**Sequential cells grouped by signal name**

Other sequential cells in the stronger gray, the rest of the logic in the fainter gray.
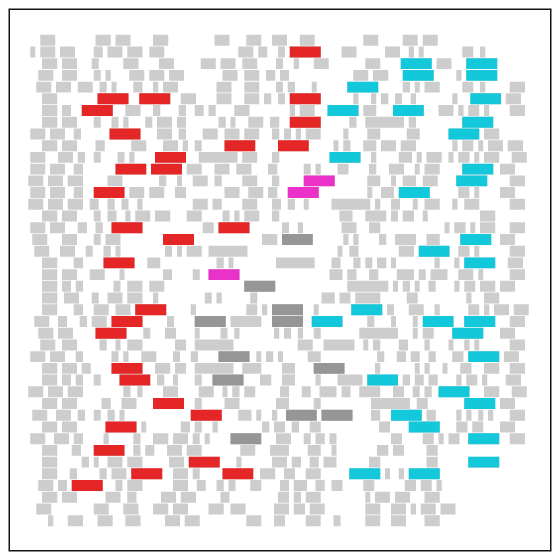
**Met2 routing**

Bar = 50 µm.
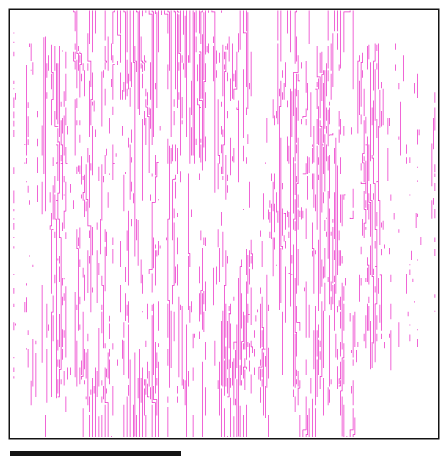
==> config.mk <==
export PLATFORM = sky130hd
export DESIGN_NAME = load_fu
export DESIGN_NICKNAME = d
export VERILOG_FILES = /design/src/rtl/load_fu.sv
export SDC_FILE = /design/constraint.sdc
export NUM_CORES = 1
export LEC_CHECK = 0
export CAP_MARGIN = 20
export CELL_PAD_IN_SITES_DETAIL_PLACEMENT = 1
export CELL_PAD_IN_SITES_GLOBAL_PLACEMENT = 1
export CORE_MARGIN = 4
export CORE_UTILIZATION = 30
export CTS_BUF_LIST = sky130_fd_sc_hd__clkbuf_8 sky130_fd_sc_hd__clkbuf_16
export DETAILED_ROUTE_END_ITERATION = 8
export PLACE_DENSITY_LB_ADDON = 0.1
export SLEW_MARGIN = 40
export SYNTH_ARGS = -nofsm -noshare
export SYNTH_HDL_FRONTEND = slang
export SYNTH_SLANG_ARGS = --single-unit
==> constraint.sdc <==
create_clock -name clk -period 3.45 [get_ports clk]
set_input_delay 1.035 -clock clk [delete_from_list [all_inputs] [get_ports clk]]
set_output_delay 1.035 -clock clk [all_outputs]
set_load 0.03 [all_outputs]
==> src/rtl/load_fu.sv <==
// rtl/load_fu.sv - load functional unit: picks a busy RS load line, reads memory, extends and offers result to CDB
module load_fu #(
    parameter int NUM_LINES = 3
) (
    input  logic                   clk,
    input  logic                   rst,
    input  logic                   flush,
    input  logic [NUM_LINES-1:0]   line_busy,
    input  logic [32*NUM_LINES-1:0] line_addr,
    input  logic [3*NUM_LINES-1:0] line_type,
    output logic [NUM_LINES-1:0]   FU_result_taken,
    output logic                   mem_req,
    output logic [31:0]            mem_addr,
    input  logic                   mem_ack,
    input  logic                   mem_rvalid,
    input  logic [31:0]            mem_rdata,
    output logic                   result_valid,
    output logic [2:0]             result_line,
    output logic [31:0]            result_data,
    input  logic                   cdb_grant
);

    typedef enum logic [2:0] {
        S_IDLE  = 3'd0,
        S_REQ   = 3'd1,
        S_WAIT  = 3'd2,
        S_DRAIN = 3'd3,
        S_DONE  = 3'd4
    } state_t;

    state_t      state;
    logic [2:0]  cur_idx;
    logic [1:0]  cur_lane;
    logic [2:0]  cur_type;

    logic        pick_found;
    logic [2:0]  pick_idx;
    logic [31:0] pick_addr;
    logic [2:0]  pick_type;

    logic [7:0]  byte_v;
    logic [15:0] half_v;
    logic [31:0] ext_data;
    logic        take;

    // Lowest-index busy line wins; scanning downward lets the lowest index overwrite the rest.
    always_comb begin
        pick_found = 1'b0;
        pick_idx   = 3'd0;
        pick_addr  = 32'd0;
        pick_type  = 3'd0;
        for (int i = NUM_LINES - 1; i >= 0; i--) begin
            if (line_busy[i]) begin
                pick_found = 1'b1;
                pick_idx   = 3'(i);
                pick_addr  = line_addr[32*i +: 32];
                pick_type  = line_type[3*i +: 3];
            end
        end
    end

    // Lane extraction and sign/zero extension of the returned word; size code 11 behaves as word.
    always_comb begin
        byte_v   = mem_rdata[8*cur_lane +: 8];
        half_v   = mem_rdata[16*cur_lane[1] +: 16];
        ext_data = mem_rdata;
        case (cur_type[1:0])
            2'b00:   ext_data = cur_type[2] ? {24'd0, byte_v} : {{24{byte_v[7]}}, byte_v};
            2'b01:   ext_data = cur_type[2] ? {16'd0, half_v} : {{16{half_v[15]}}, half_v};
            default: ext_data = mem_rdata;
        endcase
    end

    // One-hot acknowledge to the serviced line in the grant cycle; a flush suppresses it.
    always_comb begin
        take = (state == S_DONE) && cdb_grant && !flush && !rst;
        for (int i = 0; i < NUM_LINES; i++) begin
            FU_result_taken[i] = take && (result_line == 3'(i));
        end
    end

    // Single-outstanding load sequencer with registered memory and result outputs.
    always_ff @(posedge clk) begin
        if (rst) begin
            state        <= S_IDLE;
            mem_req      <= 1'b0;
            mem_addr     <= 32'd0;
            result_valid <= 1'b0;
            result_line  <= 3'd0;
            result_data  <= 32'd0;
            cur_idx      <= 3'd0;
            cur_lane     <= 2'd0;
            cur_type     <= 3'd0;
        end else begin
            case (state)
                S_IDLE: begin
                    mem_req      <= 1'b0;
                    result_valid <= 1'b0;
                    if (!flush && pick_found) begin
                        cur_idx  <= pick_idx;
                        cur_lane <= pick_addr[1:0];
                        cur_type <= pick_type;
                        mem_addr <= {pick_addr[31:2], 2'b00};
                        mem_req  <= 1'b1;
                        state    <= S_REQ;
                    end
                end
                S_REQ: begin
                    if (flush) begin
                        mem_req <= 1'b0;
                        // An accepted request still returns data that must be swallowed.
                        state   <= mem_ack ? S_DRAIN : S_IDLE;
                    end else if (mem_ack) begin
                        mem_req <= 1'b0;
                        state   <= S_WAIT;
                    end
                end
                S_WAIT: begin
                    if (flush) begin
                        // Data arriving in the flush cycle itself leaves nothing to drain.
                        state <= mem_rvalid ? S_IDLE : S_DRAIN;
                    end else if (mem_rvalid) begin
                        result_data  <= ext_data;
                        result_line  <= cur_idx;
                        result_valid <= 1'b1;
                        state        <= S_DONE;
                    end
                end
                S_DRAIN: begin
                    mem_req <= 1'b0;
                    if (mem_rvalid) begin
                        state <= S_IDLE;
                    end
                end
                S_DONE: begin
                    if (flush || cdb_grant) begin
                        result_valid <= 1'b0;
                        state        <= S_IDLE;
                    end
                end
                default: begin
                    mem_req      <= 1'b0;
                    result_valid <= 1'b0;
                    state        <= S_IDLE;
                end
            endcase
        end
    end

endmodule
==> results.txt <==
Physical design

The wire length of the first global-routing pass stands at about 24,000 µm. The sum of internal, switching and leakage power stands at about 2400 µW. The number of core rows stands at about 42. TritonCTS built the clock tree. In this run the cell area of the synthesized design comes to about 0.0041 mm². The final layout reports a setup TNS of 0 ps. The tree is rooted in a clkbuf_16.

In this run the VDD rail shows a maximum IR drop of 0.0002420 V. The number of antenna diodes stands at 0. The remaining routing DRC violations stands at 0.

After filler insertion, the fill cell instance count of the layout stands at around 1,600. The global-route congestion overflow total stands at 0. Per the OpenROAD floorplan log, the height of the die is ~130 µm. The run finished with clean final reports.

The number of nets with antenna violations after detailed routing stands at 0. OpenROAD emitted warnings numbering 26. The last weighted congestion value of the routability-driven placer stands at roughly 0.76.

In this run the deepest clock path goes through 2 buffers. According to the report, the first pass of detailed routing completed in 4 iterations. Counting every instance in the synthesized netlist gives ~520. The routed layout has 4,486 vias. The arrival time of data at the worst endpoint is listed as around 2300 ps. The post-synthesis sequential area ratio stands at 0.3684. Once layout is complete, the cells apart from fillers number roughly 890. On the final layout, the worst hold slack is ~450 ps. The total clock sinks stands at around 76.

In this run the maximum-capacitance check reported violations numbering 0. Once detailed placement completed, the half-perimeter wirelength came to around 12,000 µm. The number of cells in the design after placement stands at approximately 870.

The critical path is of the in -> out type. The post-synthesis cell type count stands at 51. In this run, synthesis produced a sequential element count of roughly 76. Checking hold timing, the worst path is listed with class reg -> reg. The commonest register cell is dfxtp_1. Per the timing report, the achievable frequency comes out to approximately 0.3 GHz. Setup repair after global routing left no endpoint under its margin. The number of top-level pins stands at 218.

The headroom to the max-slew limit stands at 0.4826. STA classifies the critical path endpoint as an output port. The maximum number of pins on one net before global-route repair stands at 79. For this sky-water flow run, the detailed-routed wirelength per cell is reported as 17.30 µm. The longest individual stage delay on the worst path stands at ~450 ps.

Dividing the detail-routed via count by the number of cells gives ~5.1. For this design, the slowest cell found on the critical path is clkdlybuf4s50_1. The number of cells reported by Yosys stat comes to between 500 and 600.
Back to the opening pictures, 'sequential cells grouped by signal name':
[red] `mem_addr` | placed flops: 30
[magenta] `cur_type` | placed flops: 3
[cyan] `result_data` | placed flops: 32 | where: a column on the right
not colored: 11
Finished Core Util: 0.4962
register cell area after layout: 0.001521 mm²
sequential power: 955 µW

Back to the opening pictures, 'met2 routing':
nets with wire on the layer: 719
wire length on this layer: 7,850 µm
main direction: vertical
longest straight run: 63.6 µm

## stage by stage
step / cell area (µm²) / setup slack, ps
finish: 6623 / 99.88
global route: 6623 / 54.28
CTS: 6593 / 1.202
detailed placement: 6322 / 12.32
global placement: 6322 / 182.2
floorplan: 4138 / 109.6
## per-layer routing
metal,global-route usage,wire (µm)
met2,0.3410,7845
met1,0.2172,6190
met5,0,0
met3,0.05757,1064
met4,0.05357,213
## critical path: cells and delay by family
family | cells | cell delay (ps)
buffers and inverters | 2 | 650
and+or+nand+nor | 3 | 630
## power breakdown
part | internal (µW) | switching, µW | leakage, µW
logic | 318 | 306 | 0.00151
clock network | 499 | 364 | 0.000139
registers | 920 | 35.4 | 0.000618
total | 1740 | 706 | 0.00227
## cell usage in the layout (no fill, tap or decap), types with 2 or more instances in the layout
cell type | netlist | layout
a211oi_1 | 18 | 18
a21oi_1 | 58 | 58
a221o_1 | 35 | 35
buf_12 | 0 | 2
buf_2 | 13 | 2
buf_4 | 7 | 14
clkbuf_16 | 0 | 9
clkdlybuf4s50_1 | 0 | 209
clkinv_2 | 0 | 4
conb_1 | 1 | 3
dfxtp_1 | 76 | 76
inv_1 | 4 | 5
mux2_2 | 2 | 2
mux2i_1 | 7 | 7
mux2i_2 | 2 | 2
nand2_1 | 71 | 71
nand2b_1 | 42 | 42
nand3_1 | 38 | 38
nand3b_1 | 8 | 8
nor2_1 | 40 | 40
nor2b_1 | 5 | 4
nor3_1 | 6 | 5
o21ai_0 | 3 | 3
o221ai_1 | 6 | 6
o31ai_1 | 6 | 6
or3_1 | 8 | 8
## cells by family (layout without fill, tap and decap cells)
kind of cell	count (synthesis)	in the layout	share of synthesized area
xor+xnor	1	1	0.002121
mux	11	11	0.02908
buf+inv	57	247	0.06937
compound gates	142	142	0.2536
simple gates	229	229	0.2766
other cells	1	3	0.0009079
flops	76	76	0.3684
## state kept, by name (all words and copies together) (netlist names)
register	flops
mem_addr	30
state	3
result_valid	1
result_line	2
mem_req	1
cur_lane	2
result_data	32
cur_type	3
cur_idx	2
## final cells by class
class                   count  area (µm²)  share of cell area
multi-input cells         386        2349              0.3546
repair buffers            227        2247              0.3393
flip-flops and latches     76        1521              0.2297
clock buffers              10       239.0             0.03609
well taps                 176       220.2             0.03325
clock inverters             6       31.28            0.004723
inverters                   4       15.01            0.002267
## what timing repair did
action                     in CTS  in global routing
setup endpoints to repair       0                  2
hold endpoints to repair        0                  0
resized                         0                  2
## final timing paths
| path | startpoint | to | cells past startpoint |
|---|---|---|---|
| worst max register to register | cur_lane[1] | result_data[28] | 5 |
| worst min register to register | mem_addr[29] | mem_addr[29] | 2 |
| worst max-delay path | flush | FU_result_taken[2] | 5 |
| worst min-delay path | mem_addr[29] | mem_addr[29] | 2 |
Power is estimated from default activity; no workload was simulated.
